Figure 1. Signal wires by layer (run 1).
Bar = 20 um.
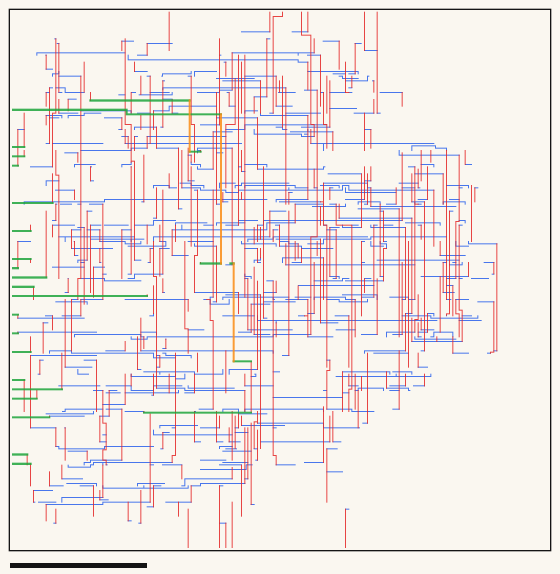
Figure 2. Routing congestion map (run 1).
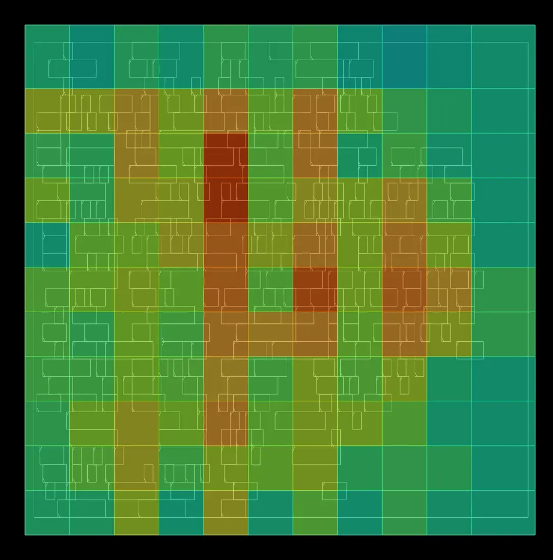
Figure 3. Logic cells by family (run 1).
Bar = 20 um.
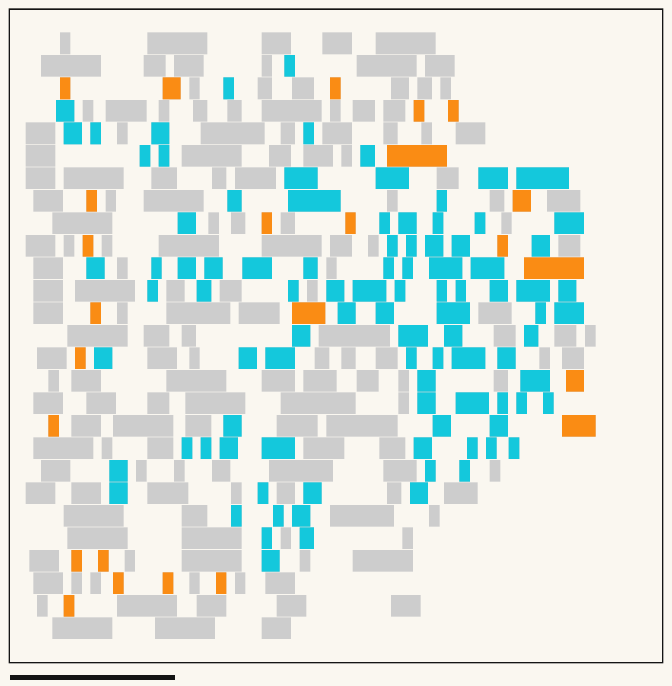
<file path="config.mk">
export PLATFORM = sky130hd
export DESIGN_NAME = edge_event_arbiter
export DESIGN_NICKNAME = d
export VERILOG_FILES = /design/src/rtl/edge_event_arbiter.sv
export SDC_FILE = /design/constraint.sdc
export NUM_CORES = 1
export LEC_CHECK = 0
export ABC_AREA = 1
export CELL_PAD_IN_SITES_DETAIL_PLACEMENT = 1
export CELL_PAD_IN_SITES_GLOBAL_PLACEMENT = 2
export CORE_UTILIZATION = 28
export DETAILED_ROUTE_END_ITERATION = 12
export PLACE_DENSITY = 0.86
export SLEW_MARGIN = 20
export SYNTH_ARGS = -nofsm -noshare
export SYNTH_HDL_FRONTEND = slang
export SYNTH_SLANG_ARGS = --single-unit
</file>
<file path="constraint.sdc">
create_clock -name clk_i -period 1.9 [get_ports clk_i]
set_input_delay 0.38 -clock clk_i [delete_from_list [all_inputs] [get_ports clk_i]]
set_output_delay 0.38 -clock clk_i [all_outputs]
set_load 0.02 [all_outputs]
</file>
<file path="src/rtl/edge_event_arbiter.sv">
// Multi-channel edge-event controller: per-channel synchronizer, edge qualifier and one-deep
// pending slot, with a round-robin scheduler driving a single registered valid/ready port.
module edge_event_arbiter #(
  parameter int unsigned NrChannels = 4,
  parameter int unsigned STAGES     = 2,
  parameter int unsigned IdxWidth   = $clog2(NrChannels)
) (
  input  logic                  clk_i,
  input  logic                  rst_i,
  input  logic                  clr_i,
  input  logic [NrChannels-1:0] serial_i,
  input  logic [NrChannels-1:0] en_i,
  input  logic [NrChannels-1:0] rise_en_i,
  input  logic [NrChannels-1:0] fall_en_i,
  output logic [NrChannels-1:0] level_o,
  output logic                  evt_valid_o,
  input  logic                  evt_ready_i,
  output logic [IdxWidth-1:0]   evt_idx_o,
  output logic                  evt_rise_o,
  output logic [NrChannels-1:0] overflow_o
);

  typedef enum logic [0:0] {StIdle, StOffer} state_e;

  state_e                state_q;
  logic [NrChannels-1:0] sync_q [STAGES];
  logic [NrChannels-1:0] prev_q;
  logic [NrChannels-1:0] pend_q, pend_d;
  logic [NrChannels-1:0] ptype_q, ptype_d;
  logic [NrChannels-1:0] ovf_q, ovf_d;
  logic [IdxWidth-1:0]   ptr_q;
  logic                  valid_q;
  logic [IdxWidth-1:0]   idx_q;
  logic                  rise_q;

  logic [NrChannels-1:0] rise_w, fall_w, edge_w;
  logic                  gnt_found;
  logic [IdxWidth-1:0]   gnt_idx;
  logic [IdxWidth-1:0]   ptr_next;
  logic                  gnt_fire;
  logic [NrChannels-1:0] gnt_vec;

  assign level_o     = sync_q[STAGES-1];
  assign evt_valid_o = valid_q;
  assign evt_idx_o   = idx_q;
  assign evt_rise_o  = rise_q;
  assign overflow_o  = ovf_q;

  // prev_q follows the level regardless of en_i so re-enabling never fakes an edge.
  always_ff @(posedge clk_i) begin
    if (rst_i) begin
      for (int s = 0; s < STAGES; s++) sync_q[s] <= '0;
      prev_q <= '0;
    end else begin
      sync_q[0] <= serial_i;
      for (int s = 1; s < STAGES; s++) sync_q[s] <= sync_q[s-1];
      prev_q <= level_o;
    end
  end

  assign rise_w = en_i & rise_en_i & level_o & ~prev_q;
  assign fall_w = en_i & fall_en_i & ~level_o & prev_q;
  assign edge_w = rise_w | fall_w;

  always_comb begin
    int unsigned cand;
    cand      = 0;
    gnt_found = 1'b0;
    gnt_idx   = '0;
    for (int unsigned i = 0; i < NrChannels; i++) begin
      cand = (32'(ptr_q) + i) % NrChannels;
      if (!gnt_found && pend_q[cand]) begin
        gnt_found = 1'b1;
        gnt_idx   = IdxWidth'(cand);
      end
    end
  end

  assign ptr_next = (gnt_idx == IdxWidth'(NrChannels - 1)) ? '0 : gnt_idx + IdxWidth'(1);
  assign gnt_fire = gnt_found && !clr_i && (state_q == StIdle || evt_ready_i);

  always_comb begin
    gnt_vec = '0;
    if (gnt_fire) gnt_vec[gnt_idx] = 1'b1;
  end

  // A slot being granted this cycle counts as free for a newly arriving edge.
  always_comb begin
    pend_d  = pend_q;
    ptype_d = ptype_q;
    ovf_d   = ovf_q;
    for (int c = 0; c < NrChannels; c++) begin
      if (gnt_vec[c]) pend_d[c] = 1'b0;
      if (edge_w[c]) begin
        if (pend_q[c] && !gnt_vec[c]) begin
          ovf_d[c] = 1'b1;
        end else begin
          pend_d[c]  = 1'b1;
          ptype_d[c] = rise_w[c];
        end
      end
    end
    if (clr_i) begin
      pend_d = '0;
      ovf_d  = '0;
    end
  end

  always_ff @(posedge clk_i) begin
    if (rst_i) begin
      pend_q  <= '0;
      ptype_q <= '0;
      ovf_q   <= '0;
    end else begin
      pend_q  <= pend_d;
      ptype_q <= ptype_d;
      ovf_q   <= ovf_d;
    end
  end

  always_ff @(posedge clk_i) begin
    if (rst_i) begin
      state_q <= StIdle;
      valid_q <= 1'b0;
      idx_q   <= '0;
      rise_q  <= 1'b0;
      ptr_q   <= '0;
    end else if (clr_i) begin
      state_q <= StIdle;
      valid_q <= 1'b0;
      ptr_q   <= '0;
    end else begin
      case (state_q)
        StIdle: begin
          if (gnt_fire) begin
            idx_q   <= gnt_idx;
            rise_q  <= ptype_q[gnt_idx];
            valid_q <= 1'b1;
            ptr_q   <= ptr_next;
            state_q <= StOffer;
          end
        end
        StOffer: begin
          if (evt_ready_i) begin
            if (gnt_fire) begin
              idx_q  <= gnt_idx;
              rise_q <= ptype_q[gnt_idx];
              ptr_q  <= ptr_next;
            end else begin
              valid_q <= 1'b0;
              state_q <= StIdle;
            end
          end
        end
        default: begin
          valid_q <= 1'b0;
          state_q <= StIdle;
        end
      endcase
    end
  end

endmodule

</file>
==> impl_metrics.yaml, run 1 <==
# yosys + openroad results
clocking:
  clk_latency_ns: 0.28
  cts_tree: "built"
  cts_hold_buf: 0
  path_clk_slew_ns: 0.06
  numCtsBuffers: 5
  cts.sinks: 31
  cts_buffer_depth: 2
placement:
  gp_congestion: 0.758
  dp_hpwl_um: 3090
  port_buffers: 31
final_layout:
  diodes: 0
  drive_gt1_share_pct: 32.4
  nNetsFinal: 299
  syn_to_final_growth_pct: 44.0
floorplanning:
  die_w_um: 78.8
  die-height_um: 78.8
  die_area_um2: 6210
pwr:
  power_density_nw_per_um2: 586
  p_int_mw: 1.05
  ir_worst_vdd_v: 0.000364
  power.switching_mw: 0.345
min_path:
  hold_depth: 2
  min_to: "sync_q[0][7]"
  hold_start: "sync_q[0][3]"
detailed_routing:
  via_per_inst: 4.47
  postRouteWirelength_um: 3960
  route.detailed.drc: 0
synthesis:
  syn-num-nets: 251
  synth_cells: 230
  syn_avg_cell_area_um2: 7.19
  synthFlopType: "dfxtp_1"
  synth_flops: 31
  ys_seq_share_pct: 37.5
  async_reset_ff_share_pct: 0
  ys_chip_area_um2: 1650
sta:
  tns_ns: 0
  fmax_mhz: 546
  finalClockPeriodUsage_pct: 96.4
  skew_ns: 0.00547
  layout_setup_ws_ns: 0.0686
  slew_violations: 0
  slew_headroom_pct: 79.1
  worst_slew_pin_slew_ns: 0.313
  setup_violations: 0
worst_setup_path:
  crit_required_ns: 2.08
  worstPathArrival_ns: 2.01
  ff2ff_path_depth: 13
  regToRegEndpoint: "overflow_o[1]"
run_status:
  status: "complete, no violations"
grt:
  grt_pass1_wl_um: 6560
  grt_antenna_before_repair: 0
## Picture notes: Figure 1
M3 -> green  # wire length 137 um
M2 -> red  # wire length 1980 um
M4 -> orange  # wire length 43.5 um
M1 -> blue  # wire length 1800 um
wire per inst: 11.3 um
Global Route Usage Sum: 13.7%

## Picture notes: Figure 2
GR Layer Usage met2: 22.5%
final core area utilization: 42.4%

## Picture notes: Figure 3
nor cells -> orange  # cells 25, where all over the die
nand cells -> cyan  # cells 96

[run 1: state kept, by name (all words and copies together), names as in the netlist]
signal and cells:
ptr_q 2, prev_q 4, evt_valid_o 1, ptype_q 4, evt_rise_o 1, pend_q 4
state_q 1, evt_idx_o 2, sync_q 8, overflow_o 4
[run 1: metal layers]
layer,wire length (um),track usage [%]
met5,0,0
met4,43,5.45
met3,137,3.79
met2,1980,22.5
met1,1800,16.9
[run 1: power groups by stage]
stage	logic (mW)	registers (mW)	clock network (mW)
global placement	0.181	0.689	0
detailed placement	0.183	0.690	0
CTS	0.184	0.675	0.538
global route	0.227	0.676	0.566
finish	0.207	0.674	0.513
floorplan	0.0978	0.690	0
[run 1: cell families after synthesis]
| group | Yosys count | share of synthesized area [%] |
|---|---|---|
| DFF | 31 | 37.5 |
| adders and majority gates | 1 | 0.757 |
| buffers and inverters | 50 | 12.7 |
| and+or+nand+nor | 121 | 38.8 |
| AOI/OAI and AO/OA | 27 | 10.2 |
[run 1: critical path, stage by stage, from the launching register on]
cell     delay (ns)
dfxtp_4        0.36
buf_6          0.13
nand2_1        0.09
nand3_2        0.11
nand2_4        0.13
nor2_8         0.06
buf_6          0.11
nand3_4        0.06
nand2_4        0.07
nor2_8         0.19
nand2_2        0.10
nand2_4        0.10
a21oi_2        0.03
o21a_1         0.16
[run 1: how the worst max path moves through the flow]
stage	startpoint	slack, ns	end
after floorplan	ptr_q[0]	0.17	overflow_o[1]
after global placement	ptr_q[0]	0.05	overflow_o[3]
after detailed placement	ptr_q[0]	0.04	overflow_o[3]
after CTS	ptr_q[0]	0.02	ptype_q[1]
after global routing	ptr_q[0]	-0.04	ptype_q[2]
final	ptr_q[0]	0.07	overflow_o[1]
[run 1: timing repair]
action | in CTS | in global routing
buffers inserted | 0 | 3
setup endpoints to repair | 0 | 12
resized | 0 | 53
[run 1: area by class of cell]
cell class                 count  area, um^2  area share, %
tap                           72        90.1           3.79
clock buffer                   6        82.6           3.47
multi-input combinational    149         942           39.6
sequential                    31         633           26.6
clock inverter                 1        5.00          0.210
timing repair buffer          48         460           19.3
inverter                      43         166           6.99
[run 1: Yosys cell counts (5+ instances only)]
library cell,instances,share of area [%]
o21ai_0,5,1.5
a21oi_1,9,2.7
nand3_2,7,4.2
dfxtp_1,31,38
inv_1,40,9.1
a21oi_2,5,2.6
nor2_1,21,4.8
nand3_1,7,2.1
nand2_1,56,13
nand2_2,11,4.2
nand4_1,10,3.8
[run 1: cell usage in the layout (no fill, tap or decap), drive strengths merged]
master         Yosys  routed
a211oi             1       1
a21oi             14      14
a31oi              4       4
buf                5      17
clkbuf             2       6
clkdlybuf4s50      0      31
clkinv             0       1
dfxtp             31      31
ha                 1       1
inv               43      43
nand2             71      71
nand3             15      15
nand4             10      10
nor2              25      25
o211ai             1       1
o21a               2       2
o21ai              5       5
## Run 2: what changed since run 1
--- a/config.mk
+++ b/config.mk
@@ -10,6 +10,7 @@
 export CELL_PAD_IN_SITES_GLOBAL_PLACEMENT = 2
 export CORE_UTILIZATION = 28
 export DETAILED_ROUTE_END_ITERATION = 12
+export GPL_ROUTABILITY_DRIVEN = 0
 export PLACE_DENSITY = 0.86
 export SLEW_MARGIN = 20
 export SYNTH_ARGS = -nofsm -noshare
==> impl_metrics.yaml, run 2 <==
# yosys + openroad results
run_status:
  status: "complete, no violations"
detailed_routing:
  route.detailed.drc: 0
  wl_met2_um: 1980
  routedWlPerCell_um: 11.3
  wl_met1_um: 1800
  postRouteWirelength_um: 3960
  dr_wl_met3_um: 137
  dr.max_layer_used: "met4"
  via_per_inst: 4.47
  first_pass_iters: 4
final_layout:
  largest_register: "sync_q"
  diodes: 0
  drive_gt1_share_pct: 32.4
  largest_reg_flops: 8
  lay_top_cells: "inv_1, nand2_1, clkdlybuf4s50_1"
  nNetsFinal: 299
  syn_to_final_growth_pct: 44.0
  finish.utilization_pct: 42.4
synthesis:
  top_cell: "nand2_1"
  syn_area_um2: 1650
  syn-num-nets: 251
  top_cell_area_share_pct: 37.5
  async_reset_ff_share_pct: 0
  synthFlopType: "dfxtp_1"
  area_leaders: "dfxtp_1, nand2_1, inv_1, nor2_1, nand3_2"
  syn_avg_cell_area_um2: 7.19
  common_cells: "nand2_1, inv_1, dfxtp_1"
  synth_flops: 31
  yosys.area.top_type: "dfxtp_1"
  ys_seq_share_pct: 37.5
  synth_cells: 230
  ys_chip_area_um2: 1650
sta:
  rsz0062_at_grt: "yes"
  tns_ns: 0
  skew_ns: 0.00547
  period_needed_ns: 1.83
  slew_headroom_pct: 79.1
  layout_setup_ws_ns: 0.0686
  finalClockPeriodUsage_pct: 96.4
  setup_violations: 0
  worst_slew_pin_slew_ns: 0.313
  fmax_mhz: 546
  slew_violations: 0
clocking:
  cts_tree: "built"
  clk_latency_ns: 0.28
  cts_buffer_depth: 2
  numCtsBuffers: 5
  cts.sinks: 31
  path_clk_slew_ns: 0.06
floorplanning:
  die_w_um: 78.8
  die_area_um2: 6210
  die-height_um: 78.8
pwr:
  p_leak_nw: 1.01
  power_density_nw_per_um2: 586
  ir_worst_vdd_v: 0.000364
placement:
  dp_hpwl_um: 3090
  port_buffers: 31
worst_setup_path:
  cpMostUsedCell: "nand2_4"
  r2r_setup_slack_ns: 0.07
  cp_top_family: "simple AND/OR/NAND/NOR gates"
  worstPathArrival_ns: 2.01
  crit_chain: "buf_6 > nand2_1 > nand3_2 > nand2_4 > nor2_8 > buf_6 > nand3_4 > nand2_4 > nor2_8 > nand2_2 > nand2_4 > a21oi_2 > o21a_1"
  cpMaxStageDelayCell: "dfxtp_4"
  worst-path-buf-inv: 2
  cpPeakStageDelay_ns: 0.36
  crit_required_ns: 2.08
  cp-start-kind: "flop"
min_path:
  min-delay-path-class: "reg -> reg"
run:
  warnings: 27
grt:
  gr-usage-all-layers_pct: 13.7
  grt_antenna_before_repair: 0
  grt_pass1_wl_um: 6560
run 2: cell counts after synthesis:
Identical to the previous run, type by type.
run 2: repair_timing:
item                                    in CTS  in global routing
hold buffers                                 0                  0
endpoints found under the setup margin       0                 12
gates resized                                0                 53
buffers inserted                             0                  3
run 2: path summary, 6_finish.rpt:
kind         cells after the start             to          from
min                              2   sync_q[0][7]  sync_q[0][3]
max                             13  overflow_o[1]      ptr_q[0]
min reg2reg                      2   sync_q[0][7]  sync_q[0][3]
max reg2reg                     13  overflow_o[1]      ptr_q[0]
run 2: worst reg2reg max path: stages (launching register included):
cell	delay, ns
dfxtp_4	0.36
buf_6	0.13
nand2_1	0.10
nand3_2	0.11
nand2_4	0.13
nor2_8	0.06
buf_6	0.11
nand3_4	0.06
nand2_4	0.07
nor2_8	0.19
nand2_2	0.10
nand2_4	0.10
a21oi_2	0.03
o21a_1	0.16
run 2: cell type report:
type                    instances  area (um^2)
repair buffers                 48          460
flip-flops and latches         31          633
clock inverters                 1         5.00
well taps                      72         90.1
multi-input cells             149          942
inverters                      43          166
fillers                       723         3230
clock buffers                   6         82.6
run 2: report_power, final:
group          leakage [nW]  total (mW)  internal (mW)  switching, mW
registers             0.256       0.674          0.664         0.0101
logic                 0.710       0.207          0.102          0.105
clock network        0.0470       0.513          0.283          0.230
total                  1.01        1.39           1.05          0.345
run 2: through the flow:
step                cells  total power, mW
finish                350             1.39
global placement      339            0.870
CTS                   346             1.40
floorplan             230            0.788
detailed placement    339            0.873
global route          350             1.47
run 2: per-layer routing:
layer / vias to the layer above / track usage, %
li1: 810 / -
met1: 723 / 16.9
met2: 26 / 22.5
met3: 6 / 3.79
met4: 0 / 5.45
met5: - / 0
run 2: cells by family (layout without fill, tap and decap cells):
family / count (synthesis) / count (layout) / share of synthesized area (%)
AND/OR/NAND/NOR: 121 / 121 / 38.8
buffers and inverters: 50 / 98 / 12.7
flip-flops: 31 / 31 / 37.5
AND-OR/OR-AND: 27 / 27 / 10.2
adder cells (fa/ha/maj): 1 / 1 / 0.757
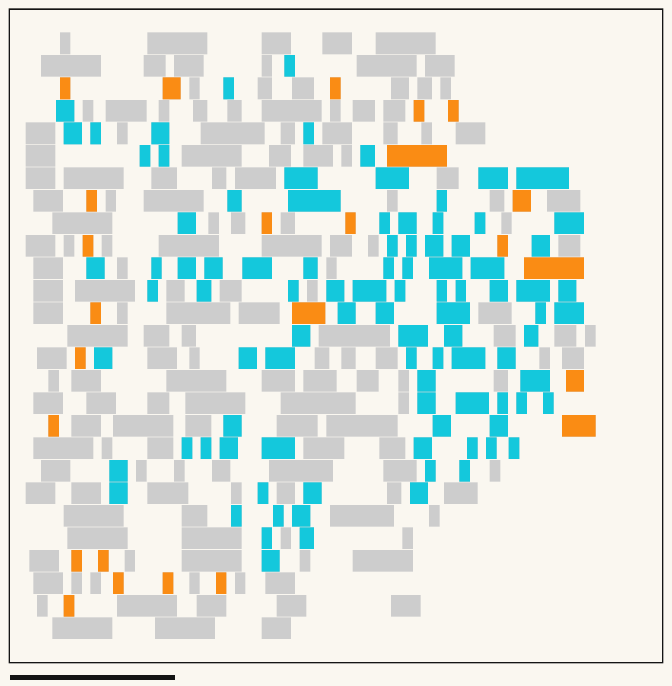
Figure 4: run 2, logic cells by family.
Bar = 20 um.
nand cells -> cyan  # cells 96
nor cells -> orange  # cells 25, where all over the die
Top cell excl fill/tap: inv_1
non-filler cells, final: 350
Comb/total area: 39.6%

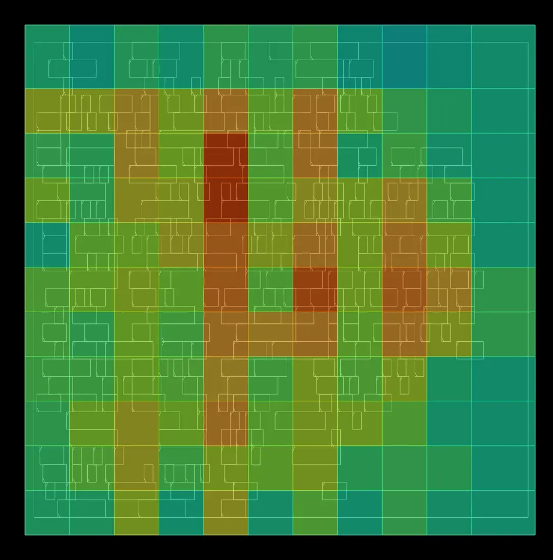
Figure 5: run 2, routing congestion map.
busiest grt layer: met2
GR Util met1: 16.9%
met3 Track Usage GR: 3.79%

Power is estimated from default activity; no workload was simulated.
